### Routing congestion, run 1

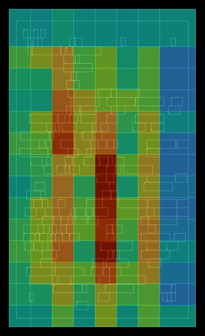
### Sequential cells grouped by signal name, run 1

(6 px per um) Other sequential cells in the stronger gray, the rest of the logic in the fainter gray.
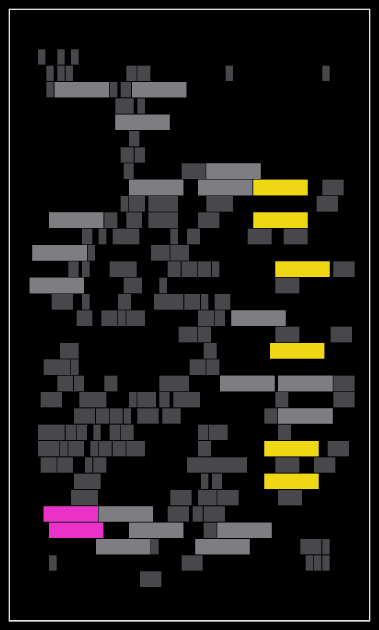
### A small window of the routed layout, run 1

Window x 35 to 55, y 15 to 35 um. Cells in gray, sequential cells in the stronger gray; small squares are vias.
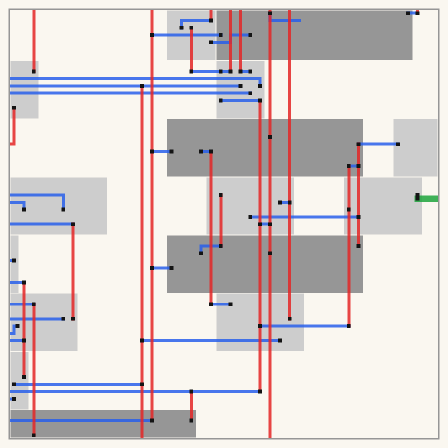
Design mil1553_resp_timer_ctrl, sky130hd; sources not shown.
==> reports/metrics.cfg, run 1 <==
[outcome]
status=finished clean

[job]
maxCapViolations=0
warning_count=31

[clock_tree]
clk_latency_ns=0.26
clock-sinks=26
cts_buffer_depth=2
cts_tree=done
htree_levels=1
holdBufCountCts=0
cts_resized=0
root_buffer=clkbuf_8
cts_inserted_buffers=3
clk_pin_slew_ns=0.08

[placement]
routabilityCongestion=0.805
io_buffer_count=17
post-place-ws_ns=1.74

[critical_path]
path_class=in2reg
worst_ep_arrival_time_ns=2.59
worstSetupStartpointType=input pin
cp.required_ns=4.65
cp_cell_sequence=clkdlybuf4s50_1 -> nand2b_1 -> nor3b_2 -> mux2_2
cp_slowest_cell=clkdlybuf4s50_1
endpoint_kind=flop
reg2reg_slack_ns=2.38

[power]
vdd_drop_max_v=0.000288
leakage_nw=0.749

[synth]
yosysTopAreaCell=dfrtp_1
synth.cellmix.xorXnorShare_pct=0.574
mux_area_share_pct=5.16
top_cell_area_share_pct=42.6
edf_count=0
syn_area_per_cell_um2=10.3
yosysMostFrequentCell=dfrtp_1
yosys_warnings=0
ys_ff=26
ys_seq_share_pct=42.6
aoi_share_pct=17.5
ys.flop_type=dfrtp_1
adder_share_pct=6.56
synthSimpleGateAreaFrac_pct=18.4
netlist_area_mm2=0.00153
synthCells=148
topCellsByArea=dfrtp_1, buf_4, ha_1

[final_layout]
drive_above_1_share_pct=9.64
lay_top_count=dfrtp_1
nets=181
fillers=556

[global_routing]
overflow=0
grt_antenna_before_repair=0

[floorplanning]
die_h_um=102
initCoreUtil_pct=29.0
num_rows=35
core_mm2=0.00526
ios=32
die_x_um=59.8

[detailed_routing]
routed_wl_um=3270
drt.antenna.violating_nets=0
num_vias=1118
first_pass_iters=4

[timing]
slew_viol_final=0
fmax_mhz=410
hold_violations=0

-- 'Routing congestion' (at the start) --
Total GRT Usage: 11.7%
Routed WL per cell: 14.8 um
Final Util: 33.4%
global route hottest layer: met2

-- 'Sequential cells grouped by signal name' (at the start) --
Key: state_q = magenta [sequential cells 2]; o_gap_us = yellow [sequential cells 6, where right middle]
fraction of area in registers: 37.1%
Flop area: 651 um2

-- 'A small window of the routed layout' (at the start) --
Key: metal 3 = green; metal 2 = red; metal 1 = blue
Most frequent: dfrtp_1 (3), mux2_2 (2), clkdlybuf4s50_1 (2). 10 logic cells have their middle in the window. Sequential cells in the window: 3.

run 1: report_power, final:
group / switching [W] / internal [W]
Sequential: 0.0000196 / 0.000256
Clock: 0.0000690 / 0.0000781
Combinational: 0.000243 / 0.0000875
run 1: cell type report:
type	instances	area, um2	area share (%)
Clock buffer	4	55.1	3.14
Inverter	6	22.5	1.28
Multi-Input combinational cell	113	788	44.9
Sequential cell	26	651	37.1
Tap cell	55	68.8	3.92
Timing Repair Buffer	17	170	9.69
run 1: worst reg2reg max path: stages (launching register included):
cell       delay (ns)
dfrtp_1          0.45
inv_1            0.11
ha_1             0.25
or4b_1           0.47
or2_4            0.28
o2bb2ai_1        0.17
mux2_2           0.29
run 1: routing by layer:
metal  track usage (%)  part of all wire, %  vias up
met2              21.0                   56       22
met1              12.6                   38      537
met4              6.50                  3.5        0
li1                  -                    -      549
met5                 0                    0        -
met3              1.79                  2.1       10
run 1: kinds of logic after synthesis:
family	count (synthesis)
buffers and inverters	22
adder cells (fa/ha/maj)	8
multiplexers	7
XOR/XNOR	1
AND-OR/OR-AND	36
other	1
AND/OR/NAND/NOR	47
flip-flops	26
run 1: per-stage QoR:
stage / area, um2 / hold WS, ns / total power (W) / std cells
3_3_place_gp: 1700 / 0.491 / 0.000610 / 217
2_1_floorplan: 1580 / 0.520 / 0.000550 / 161
6_report: 1760 / 0.510 / 0.000753 / 221
5_1_grt: 1760 / 0.533 / 0.000801 / 221
4_1_cts: 1760 / 0.518 / 0.000763 / 221
3_5_place_dp: 1700 / 0.498 / 0.000612 / 217
### Clock wires, drivers and flops, run 1

(4 px per um)
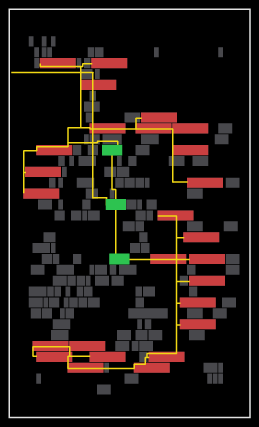

==> run 2: changes to the inputs <==
==> constraint.sdc (replaced) <==
create_clock -name i_clk -period 2.05 [get_ports i_clk]
set_input_delay 0.3075 -clock i_clk [delete_from_list [all_inputs] [get_ports i_clk]]
set_output_delay 0.3075 -clock i_clk [all_outputs]
set_load 0.1 [all_outputs]
### Clock wires, drivers and flops, run 2

(4 px per um)
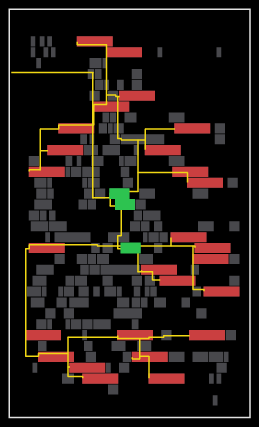
Key: clock wires = yellow [length 382 um]; clock drivers = green [count 3]; flip-flops = red [count 26]
Position of the flops: spread over the die. There are 4 routed clock nets.
Clk pwr share: 23.2%
clock network power: 0.000433 W
Worst Skew: 0.0125 ns
clk_lat worst skew: 0.28 ns

==> reports/metrics.cfg, run 2 <==
[power]
leakage_nw=0.876
vdd_drop_max_v=0.000530
power.total_w=0.00186

[synth]
syn_area_per_cell_um2=10.3
yosysMostFrequentCell=dfrtp_1
yosys_warnings=0
topCellsByArea=dfrtp_1, buf_4, ha_1
yosysTopAreaCell=dfrtp_1
top_cell_area_share_pct=42.6
ys.flop_type=dfrtp_1
ys_cells=148
ys_ff=26
ys_async_sr_fraction_pct=100
yosys-top-cells-count=dfrtp_1, buf_4, nand2_1
edf_count=0
synthCells=148
netlist_area_mm2=0.00153
ys_seq_share_pct=42.6

[detailed_routing]
vias_per_cell=5.02
first_pass_iters=4
drt.antenna.violating_nets=0
drc=0
routed_wl_um=3580
drtIter0Drc=22
num_vias=1204

[clock_tree]
root_buffer=clkbuf_8
cts_buffer_depth=2
clock-sinks=26
clk_pin_slew_ns=0.10
cts_setup_buffers=0
htree_levels=1
cts_inserted_buffers=3
cts_tree=done

[global_routing]
overflow=0
grt_antenna_before_repair=0
grt_pass1_wl_um=5890
grt_most_used_layer=met2
grt_max_degree=27
use_met3_pct=1.66

[timing]
final-setup-viol-count=0
fin_ws_ns=0.0885
fin_tns_setup_ns=0
hold_violations=0
fmax_mhz=510
slew_viol_final=0
rsz0062_at_grt=no

[floorplanning]
ios=32
dieArea_mm2=0.00608
core_mm2=0.00526
num_rows=35
initCoreUtil_pct=29.0
die_x_um=59.8
die_h_um=102

[placement]
hpwl_um=2820
placed_cell_area_mm2=0.00181
routabilityCongestion=0.834
post-place-ws_ns=-0.0923
io_buffer_count=17

[critical_path]
critPathBufInv=1
worst_ep_arrival_time_ns=2.19
rr_worst_depth=6
cp_cell_sequence=inv_1 -> ha_4 -> or4b_4 -> or2_4 -> a2111oi_4 -> o2bb2a_4
worstSetupStartpointType=flop
reg2reg_slack_ns=0.09
worst-path-stages=6
crit_path_max_fanout=5
slowest_delay_ns=0.46
endpoint_kind=flop
cp.required_ns=2.28
cp_slowest_cell=or4b_4
path_class=reg2reg
cpLargestDelayFamily=simple AND/OR/NAND/NOR gates

[outcome]
status=finished clean

[final_layout]
lay_top_count=buf_4
nets=200
final_area_mm2=0.00192
fillers=538
drive_above_1_share_pct=28.1
diodes=0
syn_to_final_growth_pct=25.8
mostFrequentLayoutCells=buf_4, dfrtp_1, conb_1

[job]
maxCapViolations=0
warning_count=31

### Routing congestion, run 2

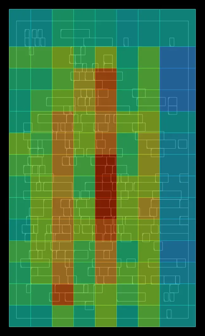
met1 Usage GRT: 13.7%
Routed WL per cell: 14.9 um
met2 usage in global routing: 23.7%
Final Util: 36.5%
Total GRT Usage: 12.6%

-- run 2: kinds of logic (layout without fill, tap and decap cells) --
logic type | Yosys count | count (layout) | synth area share [%]
XOR/XNOR | 1 | 1 | 0.574
flip-flops | 26 | 26 | 42.6
AND-OR/OR-AND | 36 | 36 | 17.5
AND/OR/NAND/NOR | 47 | 47 | 18.4
adder cells (fa/ha/maj) | 8 | 8 | 6.56
multiplexers | 7 | 7 | 5.16
other | 1 | 14 | 0.246
buffers and inverters | 22 | 46 | 8.93
-- run 2: power by group --
group,internal (W),switching [W]
Combinational,0.000268,0.000566
Sequential,0.000562,0.0000353
Clock,0.000261,0.000172
Total,0.00109,0.000773
-- run 2: worst reg2reg max path, stage by stage (launching register included) --
cell	delay, ns
dfrtp_1	0.39
inv_1	0.12
ha_4	0.17
or4b_4	0.46
or2_4	0.28
a2111oi_4	0.31
o2bb2a_4	0.17
-- run 2: timing repair --
item	in CTS	in global routing
endpoints found under the setup margin	0	4
gates resized	0	7
hold buffers	0	0
-- run 2: routing by layer --
layer,vias up,share of wire [%]
met4,0,0.87
met3,2,2.6
met2,21,59
li1,582,-
met5,-,0
met1,599,38
-- run 2: final cells by class --
type                    count  area [um2]  area share, %
inverters                   6        22.5           1.17
repair buffers             36         283           14.7
well taps                  55        68.8           3.58
clock buffers               3        41.3           2.15
flip-flops and latches     26         651           33.9
clock inverters             1        30.0           1.56
multi-input cells         113         825           42.9
-- run 2: per-stage QoR --
| step | hold WS [ns] | cells |
|---|---|---|
| after floorplan | 0.348 | 161 |
| after global placement | 0.495 | 236 |
| after detailed placement | 0.500 | 236 |
| after CTS | 0.395 | 240 |
| after global routing | 0.423 | 240 |
| final | 0.376 | 240 |
Power figures rest on the tool's default switching activity, not on a simulated workload.
